`config.mk`:
```
export PLATFORM = sky130hd
export DESIGN_NAME = spc_alu_unit_flat
export DESIGN_NICKNAME = d
export VERILOG_FILES = /design/src/rtl/spc_pkg.sv /design/src/rtl/spc_alu_unit_if.sv /design/src/rtl/spc_alu_iter.sv /design/src/rtl/spc_alu_unit.sv /design/src/flat_wrapper.sv
export SDC_FILE = /design/constraint.sdc
export NUM_CORES = 1
export LEC_CHECK = 0
export ABC_AREA = 1
export CAP_MARGIN = 20
export CORE_ASPECT_RATIO = 0.5
export CORE_UTILIZATION = 56
export CTS_BUF_LIST = sky130_fd_sc_hd__clkbuf_8 sky130_fd_sc_hd__clkbuf_16
export DETAILED_ROUTE_END_ITERATION = 10
export PLACE_DENSITY = 0.82
export SKIP_LAST_GASP = 1
export SYNTH_ARGS = -nofsm -noshare
export SYNTH_HDL_FRONTEND = slang
export SYNTH_SLANG_ARGS = --single-unit
```
`constraint.sdc`:
```
create_clock -name clock -period 4.9 [get_ports clock]
set_clock_uncertainty 0.05 [all_clocks]
set_input_delay 0.98 -clock clock [delete_from_list [all_inputs] [get_ports clock]]
set_output_delay 0.98 -clock clock [all_outputs]
set_load 0.005 [all_outputs]
```
`src/rtl/spc_pkg.sv`:
```
//------------------------------------------------------------------------------
// Module      : spc_pkg
// Description : Shared op codes, PSW bit positions and execute-unit states
//               for the SPC700 execute unit.
// Revision    : 1.0 - initial release
//------------------------------------------------------------------------------
`default_nettype none

package spc_pkg;

    localparam logic [4:0] OP_OR     = 5'd0;
    localparam logic [4:0] OP_AND    = 5'd1;
    localparam logic [4:0] OP_EOR    = 5'd2;
    localparam logic [4:0] OP_ANDN   = 5'd3;
    localparam logic [4:0] OP_ADC    = 5'd4;
    localparam logic [4:0] OP_SBC    = 5'd5;
    localparam logic [4:0] OP_CMP    = 5'd6;
    localparam logic [4:0] OP_PASS_A = 5'd7;
    localparam logic [4:0] OP_PASS_B = 5'd8;
    localparam logic [4:0] OP_ASL    = 5'd9;
    localparam logic [4:0] OP_LSR    = 5'd10;
    localparam logic [4:0] OP_ROL    = 5'd11;
    localparam logic [4:0] OP_ROR    = 5'd12;
    localparam logic [4:0] OP_INC    = 5'd13;
    localparam logic [4:0] OP_DEC    = 5'd14;
    localparam logic [4:0] OP_MUL    = 5'd15;
    localparam logic [4:0] OP_DIV    = 5'd16;

    localparam int PSW_N = 0;
    localparam int PSW_V = 1;
    localparam int PSW_P = 2;
    localparam int PSW_B = 3;
    localparam int PSW_H = 4;
    localparam int PSW_I = 5;
    localparam int PSW_Z = 6;
    localparam int PSW_C = 7;

    typedef enum logic [1:0] {
        ST_IDLE = 2'd0,
        ST_MUL  = 2'd1,
        ST_DIV  = 2'd2
    } state_t;

endpackage

`default_nettype wire

```
`src/rtl/spc_alu_unit_if.sv`:
```
//------------------------------------------------------------------------------
// Module      : spc_alu_unit_if
// Description : Operation-in / result-out handshake bundle of the execute unit.
// Revision    : 1.0 - initial release
//------------------------------------------------------------------------------
`default_nettype none

interface spc_alu_unit_if #(
    parameter int WIDTH = 8
);
    logic             in_valid;
    logic             in_ready;
    logic [4:0]       in_op;
    logic [WIDTH-1:0] in_a;
    logic [WIDTH-1:0] in_b;
    logic [WIDTH-1:0] in_hi;
    logic [7:0]       in_psw;
    logic             out_valid;
    logic             out_ready;
    logic [WIDTH-1:0] out_result;
    logic [WIDTH-1:0] out_result_hi;
    logic [7:0]       out_psw;
    logic             out_illegal;

    modport master (
        output in_valid, in_op, in_a, in_b, in_hi, in_psw, out_ready,
        input  in_ready, out_valid, out_result, out_result_hi, out_psw, out_illegal
    );

    modport slave (
        input  in_valid, in_op, in_a, in_b, in_hi, in_psw, out_ready,
        output in_ready, out_valid, out_result, out_result_hi, out_psw, out_illegal
    );
endinterface

`default_nettype wire

```
`src/rtl/spc_alu_iter.sv`:
```
//------------------------------------------------------------------------------
// Module      : spc_alu_iter
// Description : Shift-add multiply / restoring divide datapath with step
//               counter; divider built only with SPC_ALU_DIV_EN.
// Revision    : 1.0 - initial release
//------------------------------------------------------------------------------
`default_nettype none

module spc_alu_iter #(
    parameter int WIDTH = 8
) (
    input  logic             clock,
    input  logic             reset,
    input  logic             load,
    input  logic             step,
`ifdef SPC_ALU_DIV_EN
    input  logic             div_mode,
    input  logic [WIDTH-1:0] hi,
`endif
    input  logic [WIDTH-1:0] a,
    input  logic [WIDTH-1:0] b,
    output logic             last,
    output logic [WIDTH-1:0] nxt_hi,
    output logic [WIDTH-1:0] nxt_lo
);

    localparam int CW = $clog2(WIDTH);

    logic [WIDTH-1:0] acc_q, acc_d;
    logic [WIDTH-1:0] lo_q,  lo_d;
    logic [WIDTH-1:0] b_q,   b_d;
    logic [CW-1:0]    cnt_q, cnt_d;
    logic [WIDTH:0]   w_mul_sum;
`ifdef SPC_ALU_DIV_EN
    logic             div_q, div_d;
    logic [WIDTH:0]   w_div_shift;
    logic [WIDTH:0]   w_div_diff;
    logic             w_div_ok;
`endif

    assign last = (cnt_q == '0);

    always_comb begin
        // acc:lo shifts right one place per step, product ends up in {acc, lo}
        w_mul_sum = {1'b0, acc_q} + {1'b0, b_q & {WIDTH{lo_q[0]}}};
        nxt_hi    = w_mul_sum[WIDTH:1];
        nxt_lo    = {w_mul_sum[0], lo_q[WIDTH-1:1]};
`ifdef SPC_ALU_DIV_EN
        // acc is the partial remainder, lo collects quotient bits from the right
        w_div_shift = {acc_q, lo_q[WIDTH-1]};
        w_div_diff  = w_div_shift - {1'b0, b_q};
        w_div_ok    = ~w_div_diff[WIDTH];
        if (div_q) begin
            nxt_hi = w_div_ok ? w_div_diff[WIDTH-1:0] : w_div_shift[WIDTH-1:0];
            nxt_lo = {lo_q[WIDTH-2:0], w_div_ok};
        end
`endif
    end

    always_comb begin
        acc_d = acc_q;
        lo_d  = lo_q;
        b_d   = b_q;
        cnt_d = cnt_q;
`ifdef SPC_ALU_DIV_EN
        div_d = div_q;
`endif
        if (load) begin
            acc_d = '0;
            lo_d  = a;
            b_d   = b;
            cnt_d = CW'(WIDTH - 1);
`ifdef SPC_ALU_DIV_EN
            div_d = div_mode;
            if (div_mode) acc_d = hi;
`endif
        end else if (step) begin
            acc_d = nxt_hi;
            lo_d  = nxt_lo;
            if (cnt_q != '0) cnt_d = cnt_q - CW'(1);
        end
    end

    always_ff @(posedge clock) begin
        if (reset) begin
            acc_q <= '0;
            lo_q  <= '0;
            b_q   <= '0;
            cnt_q <= '0;
`ifdef SPC_ALU_DIV_EN
            div_q <= 1'b0;
`endif
        end else begin
            acc_q <= acc_d;
            lo_q  <= lo_d;
            b_q   <= b_d;
            cnt_q <= cnt_d;
`ifdef SPC_ALU_DIV_EN
            div_q <= div_d;
`endif
        end
    end

endmodule

`default_nettype wire

```
`src/rtl/spc_alu_unit.sv`:
```
//------------------------------------------------------------------------------
// Module      : spc_alu_unit
// Description : Handshaked SPC700 execute unit with flags, MUL and optional
//               DIV (enabled by SPC_ALU_DIV_EN).
// Revision    : 1.0 - initial release
//------------------------------------------------------------------------------
`default_nettype none

module spc_alu_unit
    import spc_pkg::*;
#(
    parameter int WIDTH = 8
) (
    input  logic          clock,
    input  logic          reset,
    spc_alu_unit_if.slave bus
);

    state_t           state_q, state_d;
    logic             out_valid_q, out_valid_d;
    logic [WIDTH-1:0] result_q, result_d;
    logic [WIDTH-1:0] result_hi_q, result_hi_d;
    logic [7:0]       psw_q, psw_d;
    logic             illegal_q, illegal_d;
    logic [7:0]       psw_hold_q, psw_hold_d;

    logic             w_in_ready;
    logic [WIDTH-1:0] w_b_eff;
    logic             w_cin;
    logic [WIDTH:0]   w_sum;
    logic [4:0]       w_hsum;
    logic [WIDTH-1:0] w_sc_result, w_sc_hi;
    logic [7:0]       w_sc_psw;
    logic             w_sc_illegal, w_sc_start_mul, w_sc_start_div;
    logic             w_iter_load, w_iter_step, w_iter_last;
    logic [WIDTH-1:0] w_iter_hi, w_iter_lo;
    logic             w_done;
    logic [WIDTH-1:0] w_done_result, w_done_hi;
    logic [7:0]       w_done_psw;
    logic             w_done_illegal;
`ifdef SPC_ALU_DIV_EN
    logic             w_iter_div;
`endif

    function automatic logic [7:0] set_nz(input logic [7:0] psw, input logic [WIDTH-1:0] word);
        logic [7:0] r;
        r        = psw;
        r[PSW_N] = word[WIDTH-1];
        r[PSW_Z] = (word == '0);
        return r;
    endfunction

    assign w_in_ready        = (state_q == ST_IDLE) && (!out_valid_q || bus.out_ready);
    assign bus.in_ready      = w_in_ready;
    assign bus.out_valid     = out_valid_q;
    assign bus.out_result    = result_q;
    assign bus.out_result_hi = result_hi_q;
    assign bus.out_psw       = psw_q;
    assign bus.out_illegal   = illegal_q;

    always_comb begin
        // One adder serves ADC, SBC (a + ~b + C) and CMP (a + ~b + 1)
        w_b_eff = (bus.in_op == OP_ADC) ? bus.in_b : ~bus.in_b;
        w_cin   = (bus.in_op == OP_CMP) ? 1'b1 : bus.in_psw[PSW_C];
        w_sum   = {1'b0, bus.in_a} + {1'b0, w_b_eff} + {{WIDTH{1'b0}}, w_cin};
        w_hsum  = {1'b0, bus.in_a[3:0]} + {1'b0, w_b_eff[3:0]} + {4'b0, w_cin};

        w_sc_result    = '0;
        w_sc_hi        = '0;
        w_sc_psw       = bus.in_psw;
        w_sc_illegal   = 1'b0;
        w_sc_start_mul = 1'b0;
        w_sc_start_div = 1'b0;
        case (bus.in_op)
            OP_OR:     w_sc_result = bus.in_a | bus.in_b;
            OP_AND:    w_sc_result = bus.in_a & bus.in_b;
            OP_EOR:    w_sc_result = bus.in_a ^ bus.in_b;
            OP_ANDN:   w_sc_result = bus.in_a & ~bus.in_b;
            OP_PASS_A: w_sc_result = bus.in_a;
            OP_PASS_B: w_sc_result = bus.in_b;
            OP_ADC, OP_SBC: begin
                w_sc_result     = w_sum[WIDTH-1:0];
                w_sc_psw[PSW_C] = w_sum[WIDTH];
                w_sc_psw[PSW_H] = w_hsum[4];
                w_sc_psw[PSW_V] = (bus.in_a[WIDTH-1] == w_b_eff[WIDTH-1]) &&
                                  (w_sum[WIDTH-1] != bus.in_a[WIDTH-1]);
            end
            OP_CMP: begin
                w_sc_result     = bus.in_a;
                w_sc_psw[PSW_C] = w_sum[WIDTH];
            end
            OP_ASL: begin
                w_sc_result     = {bus.in_a[WIDTH-2:0], 1'b0};
                w_sc_psw[PSW_C] = bus.in_a[WIDTH-1];
            end
            OP_LSR: begin
                w_sc_result     = {1'b0, bus.in_a[WIDTH-1:1]};
                w_sc_psw[PSW_C] = bus.in_a[0];
            end
            OP_ROL: begin
                w_sc_result     = {bus.in_a[WIDTH-2:0], bus.in_psw[PSW_C]};
                w_sc_psw[PSW_C] = bus.in_a[WIDTH-1];
            end
            OP_ROR: begin
                w_sc_result     = {bus.in_psw[PSW_C], bus.in_a[WIDTH-1:1]};
                w_sc_psw[PSW_C] = bus.in_a[0];
            end
            OP_INC:    w_sc_result = bus.in_a + WIDTH'(1);
            OP_DEC:    w_sc_result = bus.in_a - WIDTH'(1);
            OP_MUL:    w_sc_start_mul = 1'b1;
`ifdef SPC_ALU_DIV_EN
            OP_DIV: begin
                w_sc_psw[PSW_H] = (bus.in_hi[3:0] >= bus.in_b[3:0]);
                // Quotient cannot fit (includes divide by zero): saturate at once
                if (bus.in_hi >= bus.in_b) begin
                    w_sc_result     = '1;
                    w_sc_hi         = bus.in_hi;
                    w_sc_psw[PSW_V] = 1'b1;
                end else begin
                    w_sc_psw[PSW_V] = 1'b0;
                    w_sc_start_div  = 1'b1;
                end
            end
`endif
            default:   w_sc_illegal = 1'b1;
        endcase

        if (!w_sc_illegal && !w_sc_start_mul && !w_sc_start_div)
            w_sc_psw = set_nz(w_sc_psw, (bus.in_op == OP_CMP) ? w_sum[WIDTH-1:0] : w_sc_result);
    end

    always_comb begin
        state_d        = state_q;
        out_valid_d    = out_valid_q;
        result_d       = result_q;
        result_hi_d    = result_hi_q;
        psw_d          = psw_q;
        illegal_d      = illegal_q;
        psw_hold_d     = psw_hold_q;
        w_iter_load    = 1'b0;
        w_iter_step    = 1'b0;
`ifdef SPC_ALU_DIV_EN
        w_iter_div     = 1'b0;
`endif
        w_done         = 1'b0;
        w_done_result  = w_sc_result;
        w_done_hi      = w_sc_hi;
        w_done_psw     = w_sc_psw;
        w_done_illegal = w_sc_illegal;

        if (out_valid_q && bus.out_ready) out_valid_d = 1'b0;

        case (state_q)
            ST_IDLE: begin
                if (bus.in_valid && w_in_ready) begin
                    if (w_sc_start_mul) begin
                        w_iter_load = 1'b1;
                        psw_hold_d  = w_sc_psw;
                        state_d     = ST_MUL;
                    end
`ifdef SPC_ALU_DIV_EN
                    else if (w_sc_start_div) begin
                        w_iter_load = 1'b1;
                        w_iter_div  = 1'b1;
                        psw_hold_d  = w_sc_psw;
                        state_d     = ST_DIV;
                    end
`endif
                    else begin
                        w_done = 1'b1;
                    end
                end
            end
            ST_MUL: begin
                w_iter_step = 1'b1;
                if (w_iter_last) begin
                    w_done         = 1'b1;
                    w_done_result  = w_iter_lo;
                    w_done_hi      = w_iter_hi;
                    w_done_psw     = set_nz(psw_hold_q, w_iter_hi);
                    w_done_illegal = 1'b0;
                    state_d        = ST_IDLE;
                end
            end
`ifdef SPC_ALU_DIV_EN
            ST_DIV: begin
                w_iter_step = 1'b1;
                if (w_iter_last) begin
                    w_done         = 1'b1;
                    w_done_result  = w_iter_lo;
                    w_done_hi      = w_iter_hi;
                    w_done_psw     = set_nz(psw_hold_q, w_iter_lo);
                    w_done_illegal = 1'b0;
                    state_d        = ST_IDLE;
                end
            end
`endif
            default: state_d = ST_IDLE;
        endcase

        if (w_done) begin
            out_valid_d = 1'b1;
            result_d    = w_done_result;
            result_hi_d = w_done_hi;
            psw_d       = w_done_psw;
            illegal_d   = w_done_illegal;
        end
    end

    always_ff @(posedge clock) begin
        if (reset) begin
            state_q     <= ST_IDLE;
            out_valid_q <= 1'b0;
            result_q    <= '0;
            result_hi_q <= '0;
            psw_q       <= '0;
            illegal_q   <= 1'b0;
            psw_hold_q  <= '0;
        end else begin
            state_q     <= state_d;
            out_valid_q <= out_valid_d;
            result_q    <= result_d;
            result_hi_q <= result_hi_d;
            psw_q       <= psw_d;
            illegal_q   <= illegal_d;
            psw_hold_q  <= psw_hold_d;
        end
    end

    spc_alu_iter #(
        .WIDTH (WIDTH)
    ) u_iter (
        .clock    (clock),
        .reset    (reset),
        .load     (w_iter_load),
        .step     (w_iter_step),
`ifdef SPC_ALU_DIV_EN
        .div_mode (w_iter_div),
        .hi       (bus.in_hi),
`endif
        .a        (bus.in_a),
        .b        (bus.in_b),
        .last     (w_iter_last),
        .nxt_hi   (w_iter_hi),
        .nxt_lo   (w_iter_lo)
    );

endmodule

`default_nettype wire

```
`src/flat_wrapper.sv`:
```
// flat-port wrapper written by rule: the top's interface ports become plain ports
module spc_alu_unit_flat import spc_pkg::*;
#(
    parameter int WIDTH = 8
)
  (clock, reset, bus_in_valid, bus_in_op, bus_in_a, bus_in_b, bus_in_hi, bus_in_psw, bus_out_ready, bus_in_ready, bus_out_valid, bus_out_result, bus_out_result_hi, bus_out_psw, bus_out_illegal);
  spc_alu_unit_if #(.WIDTH(WIDTH)) bus_i ();
  input  logic clock;
  input  logic reset;
  input wire logic [$bits(bus_i.in_valid)-1:0] bus_in_valid;
  input wire logic [$bits(bus_i.in_op)-1:0] bus_in_op;
  input wire logic [$bits(bus_i.in_a)-1:0] bus_in_a;
  input wire logic [$bits(bus_i.in_b)-1:0] bus_in_b;
  input wire logic [$bits(bus_i.in_hi)-1:0] bus_in_hi;
  input wire logic [$bits(bus_i.in_psw)-1:0] bus_in_psw;
  input wire logic [$bits(bus_i.out_ready)-1:0] bus_out_ready;
  output wire logic [$bits(bus_i.in_ready)-1:0] bus_in_ready;
  output wire logic [$bits(bus_i.out_valid)-1:0] bus_out_valid;
  output wire logic [$bits(bus_i.out_result)-1:0] bus_out_result;
  output wire logic [$bits(bus_i.out_result_hi)-1:0] bus_out_result_hi;
  output wire logic [$bits(bus_i.out_psw)-1:0] bus_out_psw;
  output wire logic [$bits(bus_i.out_illegal)-1:0] bus_out_illegal;
  assign bus_i.in_valid = bus_in_valid;
  assign bus_i.in_op = bus_in_op;
  assign bus_i.in_a = bus_in_a;
  assign bus_i.in_b = bus_in_b;
  assign bus_i.in_hi = bus_in_hi;
  assign bus_i.in_psw = bus_in_psw;
  assign bus_i.out_ready = bus_out_ready;
  assign bus_in_ready = bus_i.in_ready;
  assign bus_out_valid = bus_i.out_valid;
  assign bus_out_result = bus_i.out_result;
  assign bus_out_result_hi = bus_i.out_result_hi;
  assign bus_out_psw = bus_i.out_psw;
  assign bus_out_illegal = bus_i.out_illegal;
  spc_alu_unit #(.WIDTH(WIDTH)) u_core (.clock(clock), .reset(reset), .bus(bus_i));
endmodule
```
ff_map.png
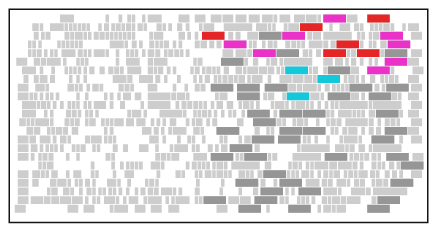
netlist name	colour	sequential cells
`u_core.bus.out_psw`	magenta	8
`u_core.u_iter.cnt_q`	cyan	3
`u_core.psw_hold_q`	red	6

clock_nets.png
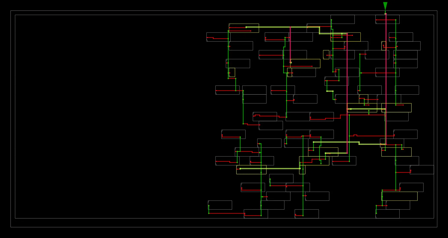
Inserted Clock Buffers: 9
clk sinks: 60
flop count: 60
Clock Latency Late Sink: 0.32 ns
P_clk: 600 uW

pinout.png
Pins as bars across the die edge, other pins in grey.
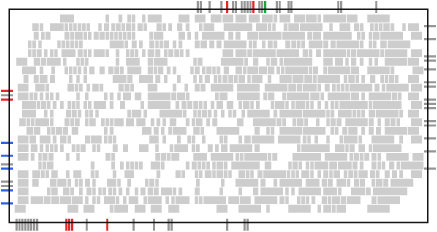
port	colour	pins	direction	edge
`bus_in_a`	red	8	input	4 south, 2 west, 2 north
`bus_in_op`	blue	5	input	west
`bus_out_valid`	green	1	output	north
all pins by edge	22 north, 20 south, 15 east, 11 west

==> impl_metrics.env <==
# yosys + openroad results
export IMPL_synthFlopType="dfxtp_1"
export IMPL_cp_max_fo=9
export IMPL_post_cts_buffers=0
export IMPL_clkbuf_count=9
export IMPL_initial_core_util_pct=58.0
export IMPL_warnings=35
export IMPL_drtAntennaViolNets=0
export IMPL_ys_cells=753
export IMPL_synth_edff_count=0
export IMPL_nNonClkInverters=106
export IMPL_die_w_microns=131
export IMPL_synthArstFlopShare_pct=0
export IMPL_tightest_slew_ns=0.805
export IMPL_die_height_microns=66.6
export IMPL_pre_cts_ws_ns=0.391
export IMPL_holdBufCountCts=0
export IMPL_netlist_top_cell_by_area="dfxtp_1"
export IMPL_seq_share_pct=21.3
export IMPL_regArea_sq_um=1200
export IMPL_max_stage_delay_ns=0.62
export IMPL_dieArea_sq_um=8740
export IMPL_timing_rr_start="u_core.u_iter.cnt_q[0]"
export IMPL_dpl_cell_area_sq_um=5360
export IMPL_top_cell="nand2_1"
export IMPL_logic_gates=567
export IMPL_comb_area_share_pct=52.4
export IMPL_coreArea_sq_um=8060
export IMPL_drt_iter0_drc=391
export IMPL_period_minus_slack_ns=4.21
export IMPL_design_area_sq_um=5650
export IMPL_layout_nonclk_buf_share_pct=11.7
export IMPL_hp_class="reg2reg"
export IMPL_setup_viol=0
export IMPL_startpoint_type="input port"
export IMPL_crit_buf_inv=2
export IMPL_critPathKind="in2reg"
export IMPL_comb_area_sq_um=2960
export IMPL_drive_above_1_share_pct=6.24
export IMPL_route_detailed_drc=0
export IMPL_ys_seq_share_pct=25.7
export IMPL_required_ns=5.10
export IMPL_outcome="finished clean"
export IMPL_dpl_hpwl_microns=10500
export IMPL_setup_ws_ns=0.686
export IMPL_grt_overflow_total=0
export IMPL_instances_no_fill=929
export IMPL_setup_tns_ns=0
export IMPL_grt_util_all_layers_pct=32.2
export IMPL_vdd_ir_drop_max_mv=0.266
export IMPL_syn_num_nets=829
export IMPL_viasPerCell=5.45
export IMPL_syn_inst=753
export IMPL_cp_startpoint="bus_in_op[1]"
export IMPL_root_buffer="clkbuf_16"
export IMPL_grt_max_degree=38
export IMPL_clk_pin_slew_worst_paths_ns=0.05
export IMPL_grt_pass1_vias=4503
export IMPL_wirelength_microns=13700
export IMPL_ys_warn_count=0
export IMPL_grt_pass1_wl_microns=21800
export IMPL_diodes=0
export IMPL_route_vias_total=5062
export IMPL_cts_resized=0
export IMPL_ys_flops=60
export IMPL_leakagePower_nw=2.69
export IMPL_area_delta_synth_final_pct=20.8
export IMPL_maxSlewViolCount=0
export IMPL_htreeDepth=3
export IMPL_path_common_cell="nand2_1"
export IMPL_placedCellCount=913
export IMPL_cp_top_family="simple AND/OR/NAND/NOR gates"
export IMPL_end_kind="flip-flop"
export IMPL_synthDistinctLibCells=34
export IMPL_fmax_ghz=0.237
export IMPL_antenna_found_initial=0
export IMPL_wl_per_cell_microns=14.7
export IMPL_power_mw=1.38
export IMPL_drv_cap=0
export IMPL_worstPathCellList="clkdlybuf4s50_1 > nor2_4 > nand2_1 > xor2_1 > inv_1 > fa_1 > fa_1 > xor2_1 > nand2_1 > nand2_1 > nor2_1 > nand2_1 > nor2_1 > nand3_1 > nor2_1 > nand3_1 > nand2_1 > nand2_1 > nand2_1 > nand2_1 > a21oi_1"
export IMPL_dominant_cells="combinational gates"
export IMPL_final_cell_mix="nand2_1 (246), inv_1 (101), dfxtp_1 (60)"
export IMPL_top_area_share_pct=25.7
export IMPL_pin_count=68
==> worst min-delay path, cell delays in order, from the launching register on <==
cell and delay [ns]:
dfxtp_1 0.31, nand2_1 0.06, nand2_1 0.04
==> registers in the layout, summed over array words and instances (netlist names) <==
| signal | flops |
|---|---|
| u_core.u_iter.cnt_q | 3 |
| u_core.u_iter.lo_q | 8 |
| u_core.state_q | 1 |
| u_core.bus.out_psw | 8 |
| u_core.bus.out_illegal | 1 |
| u_core.u_iter.acc_q | 8 |
| u_core.psw_hold_q | 6 |
| u_core.bus.out_result_hi | 8 |
| u_core.bus.out_result | 8 |
| u_core.u_iter.b_q | 8 |
| u_core.bus.out_valid | 1 |
==> layer usage <==
metal,track usage [%],part of all wire (%),vias to the layer above
met5,0,0,-
met4,11.3,2.2,0
met3,5.71,7.0,29
met2,54.9,44,204
met1,41.4,47,2285
li1,-,-,2544
==> power by group <==
part           internal, mW  switching (mW)  total [mW]
sequential            0.500         0.00648       0.507
clock                 0.386           0.213       0.600
combinational         0.107           0.166       0.273
==> final timing paths <==
kind                                 to  slack (ns)  depth (start not counted)
setup / recovery  u_core.bus.out_psw[6]        0.69                         21
hold / removal     u_core.psw_hold_q[3]        0.40                          2
hold reg to reg    u_core.psw_hold_q[3]        0.40                          2
setup reg to reg  u_core.bus.out_psw[6]        2.13                         13
==> cells by family (layout without fill, tap and decap cells) <==
logic type | Yosys count | count (layout) | synth area share [%]
simple gates | 403 | 403 | 36.8
buf+inv | 126 | 190 | 11.0
compound gates | 111 | 111 | 13.2
flops | 60 | 60 | 25.7
fa+ha+maj | 35 | 35 | 10.0
xor+xnor | 18 | 18 | 3.37
Power and IR drop assume default switching activity.
